Design osc_freq_meter, sky130hd; sources not shown.
run_1/floorplan.png
Bar = 20 um. Pins as bars on the die edge. Tap cells in grey.
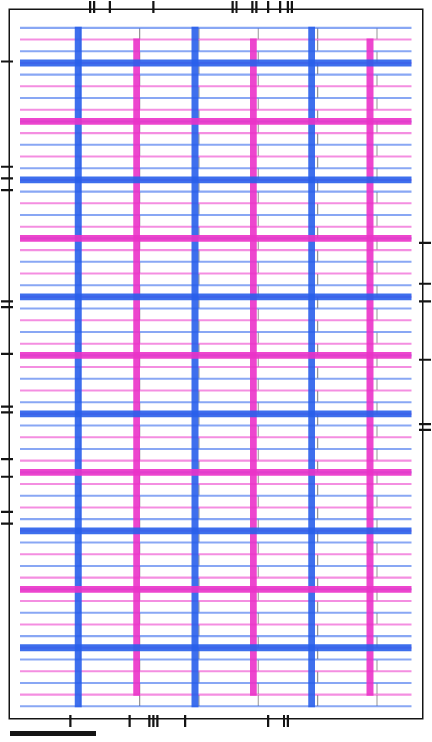
VDD -> magenta
VSS -> blue
rows = 58
met4 straps = 6
signal pins = 40
met1 rails = 59
die span in x: 95.8 um
worst voltage drop across the vdd grid: 326 uV
die outline height: 165 um

run_1/class_map.png
Fill, decap, tap and diode cells in grey.
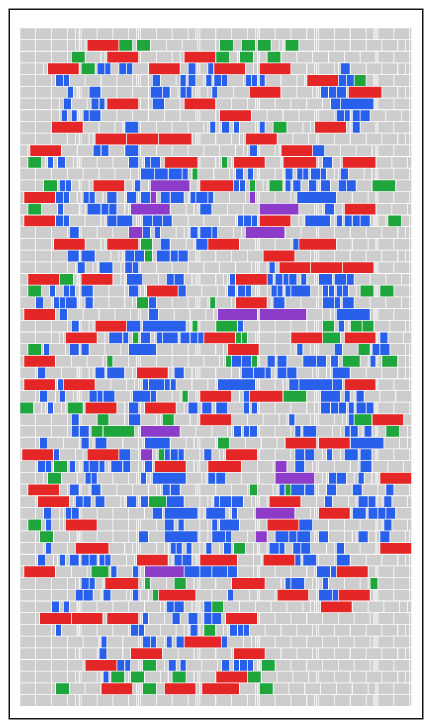
sequential cells -> red  # cells 101, share of their area 37%
remaining logic cells -> blue  # cells 431, share of their area 46%
remaining buffers and delay cells -> green  # cells 82, share of their area 12%
clock drivers and dummy loads -> purple  # cells 16, share of their area 5.3%
finished layout cell area: 5770 sq um
row cnt: 58

run_1/port_trees.png
Bar = 20 um.
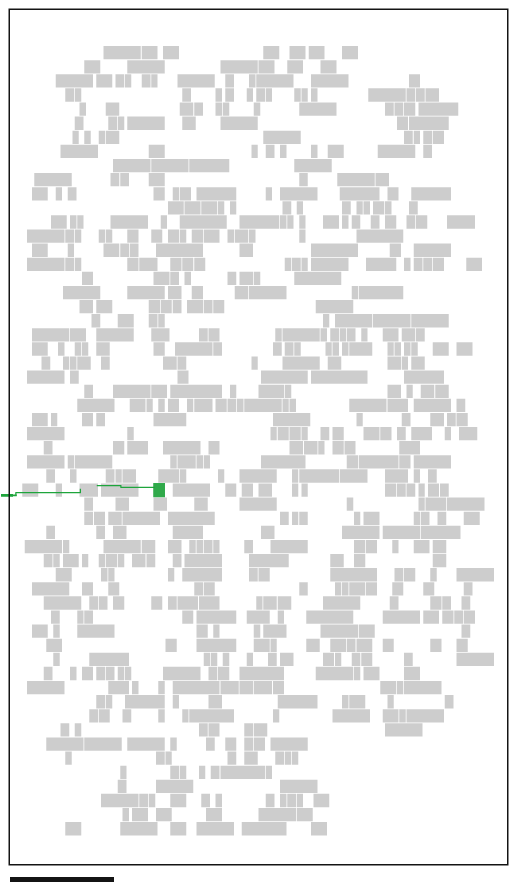
osc_in -> green  # direction input, edge west, end cells 1, buffers 1, wire 25.7 um
# port buffers: 39
number of top-level design ports: 40

==> ci_impl_report.md, run 1 <==
### Yosys + OpenROAD results

| Metric | Value |
|---|---|
| Achievable Freq | 464 MHz |
| Result of the run | finished clean |
| Layout buffering overhead excluding clock cells | 0.113 |
| Layout clock area frac | 0.0510 |
| Primary FF master, synth | dfxtp_1 |
| Biggest cell category by area in the final layout | multi-input combinational cells |
| Maximum number of pins on one net before global-route repair | 17 |
| Worst Hold Depth | 2 |
| Vias per std cell | 5.27 |
| Worst setup slack for register-to-register paths | 0.04 ns |
| Number of remaining DRC errors | 0 |
| Cell with the largest stage delay on the worst path | or4_4 |
| Leakage component of the power | 2.06 nW |
| Sinks on the clock net | 101 |
| Synth cell count leaders | nand2_1 (105), dfxtp_1 (101), a21oi_1 (65) |
| Detailed-placement wirelength estimate | 9860 um |
| Count of unique library cells instantiated by Yosys | 53 |
| Switching power of the nets | about 800 uW |
| Biggest cell delay along the critical path | 0.55 ns |
| Clock slew at reported path FFs | 0.07 ns |
| Hold-fix buffers, CTS | 0 |
| Clock insertion delay at the later pin of the skew report | 0.35 ns |
| Worst endpoint data arrival time | 2.38 ns |
| Standard cell core area | 14400 sq um |
| Number of buffers on the longest clock path | 2 |
| Share of the core filled by cells before placement | 0.318 |
## run 1: worst max-delay path, delay by kind of cell, from the launching register on
family | cells | cell delay, ns
flip-flops | 1 | 0.33
buffers and inverters | 2 | 0.26
AND-OR/OR-AND | 2 | 0.37
AND/OR/NAND/NOR | 3 | 1.07
## run 1: kinds of logic after synthesis
group                      after synthesis  synth area share
AOI/OAI and AO/OA                      118             0.150
xor gates and xnor gates                13            0.0249
adders and majority gates                4            0.0110
buffers and inverters                   44            0.0449
DFF                                    101             0.442
muxes                                    2           0.00438
and+or+nand+nor                        279             0.322
## run 1: power by group through the flow
stage          combinational [mW]  clock [mW]  sequential (mW)
6_report                   0.0988        1.61             1.83
5_1_grt                     0.107        1.74             1.83
4_1_cts                     0.101        1.66             1.83
3_5_place_dp                0.101           0             1.88
3_3_place_gp                0.102           0             1.88
2_1_floorplan              0.0489           0             1.89
## run 1: what timing repair did
action / 4_1_cts / 5_1_grt
setup buffers: 10 / 5
endpoints found under the setup margin: 93 / 36
gates resized: 81 / 19
pin swaps: 8 / 6
## run 1: metrics by stage
| stage | setup slack (ns) | util | hold slack, ns |
|---|---|---|---|
| final | 0.0432 | 0.401 | 0.399 |
| after global routing | -0.0143 | 0.401 | 0.420 |
| after CTS | 0.00130 | 0.395 | 0.402 |
| after detailed placement | -1.17 | 0.361 | 0.385 |
| after global placement | -1.15 | 0.361 | 0.373 |
| after floorplan | 0.0721 | - | 0.364 |
## run 1: per-layer routing
| layer | share of wire | global-route usage | up-vias | routed length (um) |
|---|---|---|---|---|
| met5 | 0 | 0 | - | 0 |
| met1 | 0.40 | 0.199 | 2045 | 5440 |
| met4 | 0.020 | 0.0682 | 0 | 276 |
| li1 | - | - | 2138 | - |
| met3 | 0.024 | 0.0219 | 16 | 331 |
| met2 | 0.55 | 0.340 | 66 | 7470 |
run_1/placed.png
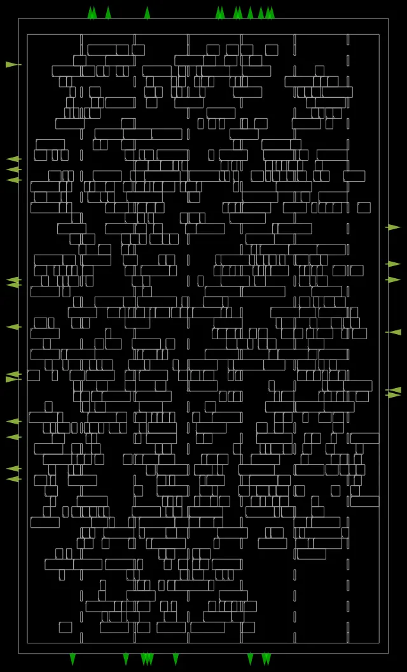

==> run 2, diff against run 1 <==
--- a/config.mk
+++ b/config.mk
@@ -10,7 +10,7 @@
 export CELL_PAD_IN_SITES_GLOBAL_PLACEMENT = 2
 export CORE_ASPECT_RATIO = 1.75
 export CORE_MARGIN = 2
-export CORE_UTILIZATION = 31
+export CORE_UTILIZATION = 25
 export DETAILED_ROUTE_END_ITERATION = 12
 export GPL_TIMING_DRIVEN = 0
 export PLACE_DENSITY_LB_ADDON = 0.25
run_2/placed.png
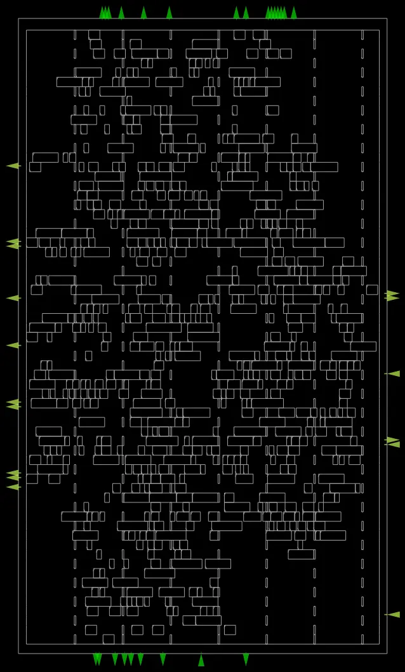
Final Util: 0.328
filler-free cell count of the finished design: 870
sequential cell area share: 0.349

run_2/port_trees.png
Bar = 20 um.
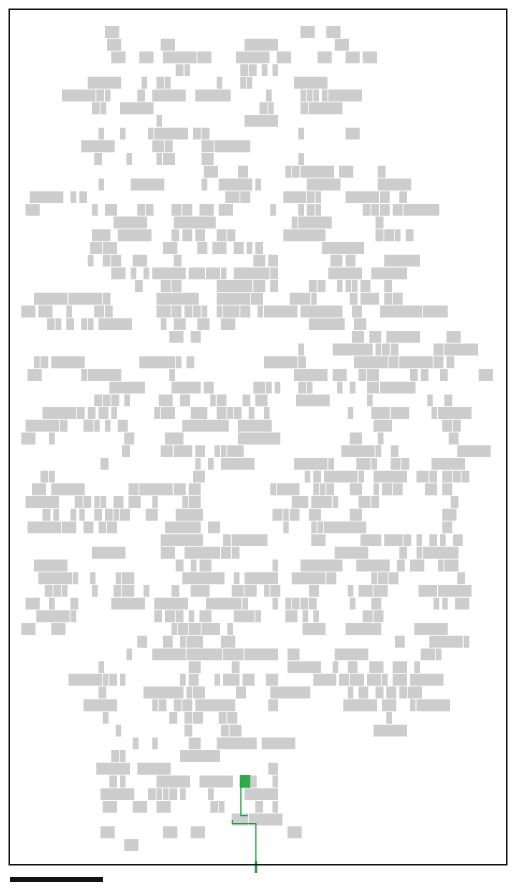
osc_in -> green  # direction input, edge south, end cells 1, buffers 1, wire 22.9 um

==> run 2 against run 1 <==
Against the previous run:
- clock-buffer cell count stayed put
- power is 1.6% lower
- critical path depth stayed put
- routed wire length is 6.4% higher
- sequential power hardly changed
- worst hold slack better by 0.0030 ns
- cell count is 7.4% higher
- maximum frequency is 0.62% higher
- synthesized area stayed put
- critical endpoint unchanged
- largest power group unchanged
- highest routed layer unchanged
==> ci_impl_report.md, run 2 <==
### Yosys + OpenROAD results

| Metric | Value |
|---|---|
| Hold-fix buffers, CTS | 0 (unchanged) |
| Synth cell count leaders | nand2_1 (105), dfxtp_1 (101), a21oi_1 (65) (unchanged) |
| Achievable Freq | 467 MHz (was 464 MHz) |
| Setup tns final | 0 ns (unchanged) |
| Total die area | 19400 sq um (was 15800 sq um) |
| Number of instances in the synthesized netlist | 561 (unchanged) |
| Worst Hold Depth | 2 (unchanged) |
| Die span in x | 106 um (was 95.8 um) |
| Result of the run | finished clean (unchanged) |
| Number of levels in the clock H-tree | 3 (unchanged) |
| Count of unique library cells instantiated by Yosys | 53 (unchanged) |
| Number of top-level design ports | 40 (unchanged) |
| Remaining global-route overflow | 0 (unchanged) |
| Clock slew at reported path FFs | 0.07 ns (about the same) |
| Worst reg2reg path depth | 7 (unchanged) |
| Number of remaining DRC errors | 0 (unchanged) |
| Maximum number of pins on one net before global-route repair | 17 (unchanged) |
| Detailed Route Iter0 Violations | 214 (was 170) |
| Cell class contributing the biggest share of worst-path delay | simple AND/OR/NAND/NOR gates (unchanged) |
| Area share, top type | 0.442 (unchanged) |
| Number of detailed-route iterations in the first pass | 4 (unchanged) |
| Power density of the placed cells | 592 nW/um^2 (was 614 nW/um^2) |
| Die outline height | 183 um (was 165 um) |
| Worst voltage drop across the vdd grid | 303 uV (was 326 uV) |
| Synthesis area per yosys | 4570 sq um (unchanged) |
| # port buffers | 39 (unchanged) |
| Number of buffers on the longest clock path | 2 (unchanged) |
| Finished layout cell area | 5890 sq um (was 5770 sq um) |
| Biggest cell delay along the critical path | 0.49 ns (was 0.55 ns) |
| Vias per std cell | 4.96 (was 5.27) |
| Antenna diodes | 0 (unchanged) |
| Worst endpoint data arrival time | 2.37 ns (was 2.38 ns) |
| Standard cell core area | 18000 sq um (was 14400 sq um) |
| Combined buffer and inverter count along the critical path | 2 (unchanged) |
| Setup Crit Path Kind | flip-flop to flip-flop (unchanged) |
| Cell with the largest stage delay on the worst path | or4_4 (unchanged) |
| Sinks on the clock net | 101 (unchanged) |
| Clock insertion delay at the later pin of the skew report | 0.34 ns (was 0.35 ns) |
| Worst slew margin relative to its limit | 0.348 (was 0.355) |
| Share of the core filled by cells before placement | 0.254 (was 0.318) |
| Primary FF master, synth | dfxtp_1 (unchanged) |
| Leakage component of the power | 2.12 nW (was 2.06 nW) |
| Row cnt | 65 (was 58) |
| Worst setup slack for register-to-register paths | 0.06 ns (was 0.04 ns) |
| Fraction of synthesis flops using an asynchronous set or reset pin | 0 (unchanged) |
| Crit. path cell count | 7 (unchanged) |
| Synthesis-stage register bit count | 101 (unchanged) |
| Wire length after detailed routing | 14400 um (was 13500 um) |
| Detailed-placement wirelength estimate | 10400 um (was 9860 um) |
-- run 2: cell counts after synthesis --
No cell type changed its count.
-- run 2: cell families after synthesis --
family,count (synthesis),share of synthesized area
AOI/OAI and AO/OA,118,0.150
xor gates and xnor gates,13,0.0249
adders and majority gates,4,0.0110
buffers and inverters,44,0.0449
DFF,101,0.442
muxes,2,0.00438
and+or+nand+nor,279,0.322
-- run 2: repair_timing --
item | in CTS | in global routing
endpoints found under the setup margin | 90 | 37
pin swaps | 8 | 5
gates resized | 81 | 14
gates cloned | 1 | 1
setup buffers | 10 | 10
hold endpoints to repair | 0 | 0
-- run 2: per-stage QoR --
| step | worst slack, ns | power [mW] | hold WS (ns) |
|---|---|---|---|
| after global placement | -1.04 | 1.98 | 0.393 |
| after detailed placement | -1.03 | 1.98 | 0.390 |
| after global routing | -0.0198 | 3.63 | 0.422 |
| after CTS | -0.00388 | 3.54 | 0.404 |
| final | 0.0565 | 3.48 | 0.402 |
| after floorplan | 0.0721 | 1.94 | 0.364 |
-- run 2: power breakdown --
group	total, mW	internal, mW	switching [mW]
combinational	0.0980	0.0240	0.0740
clock	1.56	0.833	0.722
sequential	1.83	1.83	0.00361
-- run 2: cell type report --
type	count	area, sq um
Clock inverter	4	31.3
Timing Repair Buffer	60	526
Sequential cell	101	2050
Clock buffer	11	253
Tap cell	234	293
Multi-Input combinational cell	417	2500
Fill cell	1941	12100
Buffer	28	176
Inverter	15	56.3
-- run 2: per-layer routing --
metal	share of wire	routed length (um)	GRT usage
met5	0	0	0
met1	0.40	5740	0.162
met2	0.58	8270	0.297
met3	0.016	226	0.0238
met4	0.010	148	0.0442
-- run 2: tightest hold or removal path, stage by stage, from the launching register on --
cell and delay, ns:
dfxtp_1 0.31, nand2_1 0.05, a21oi_1 0.05
Power and IR drop assume default switching activity.
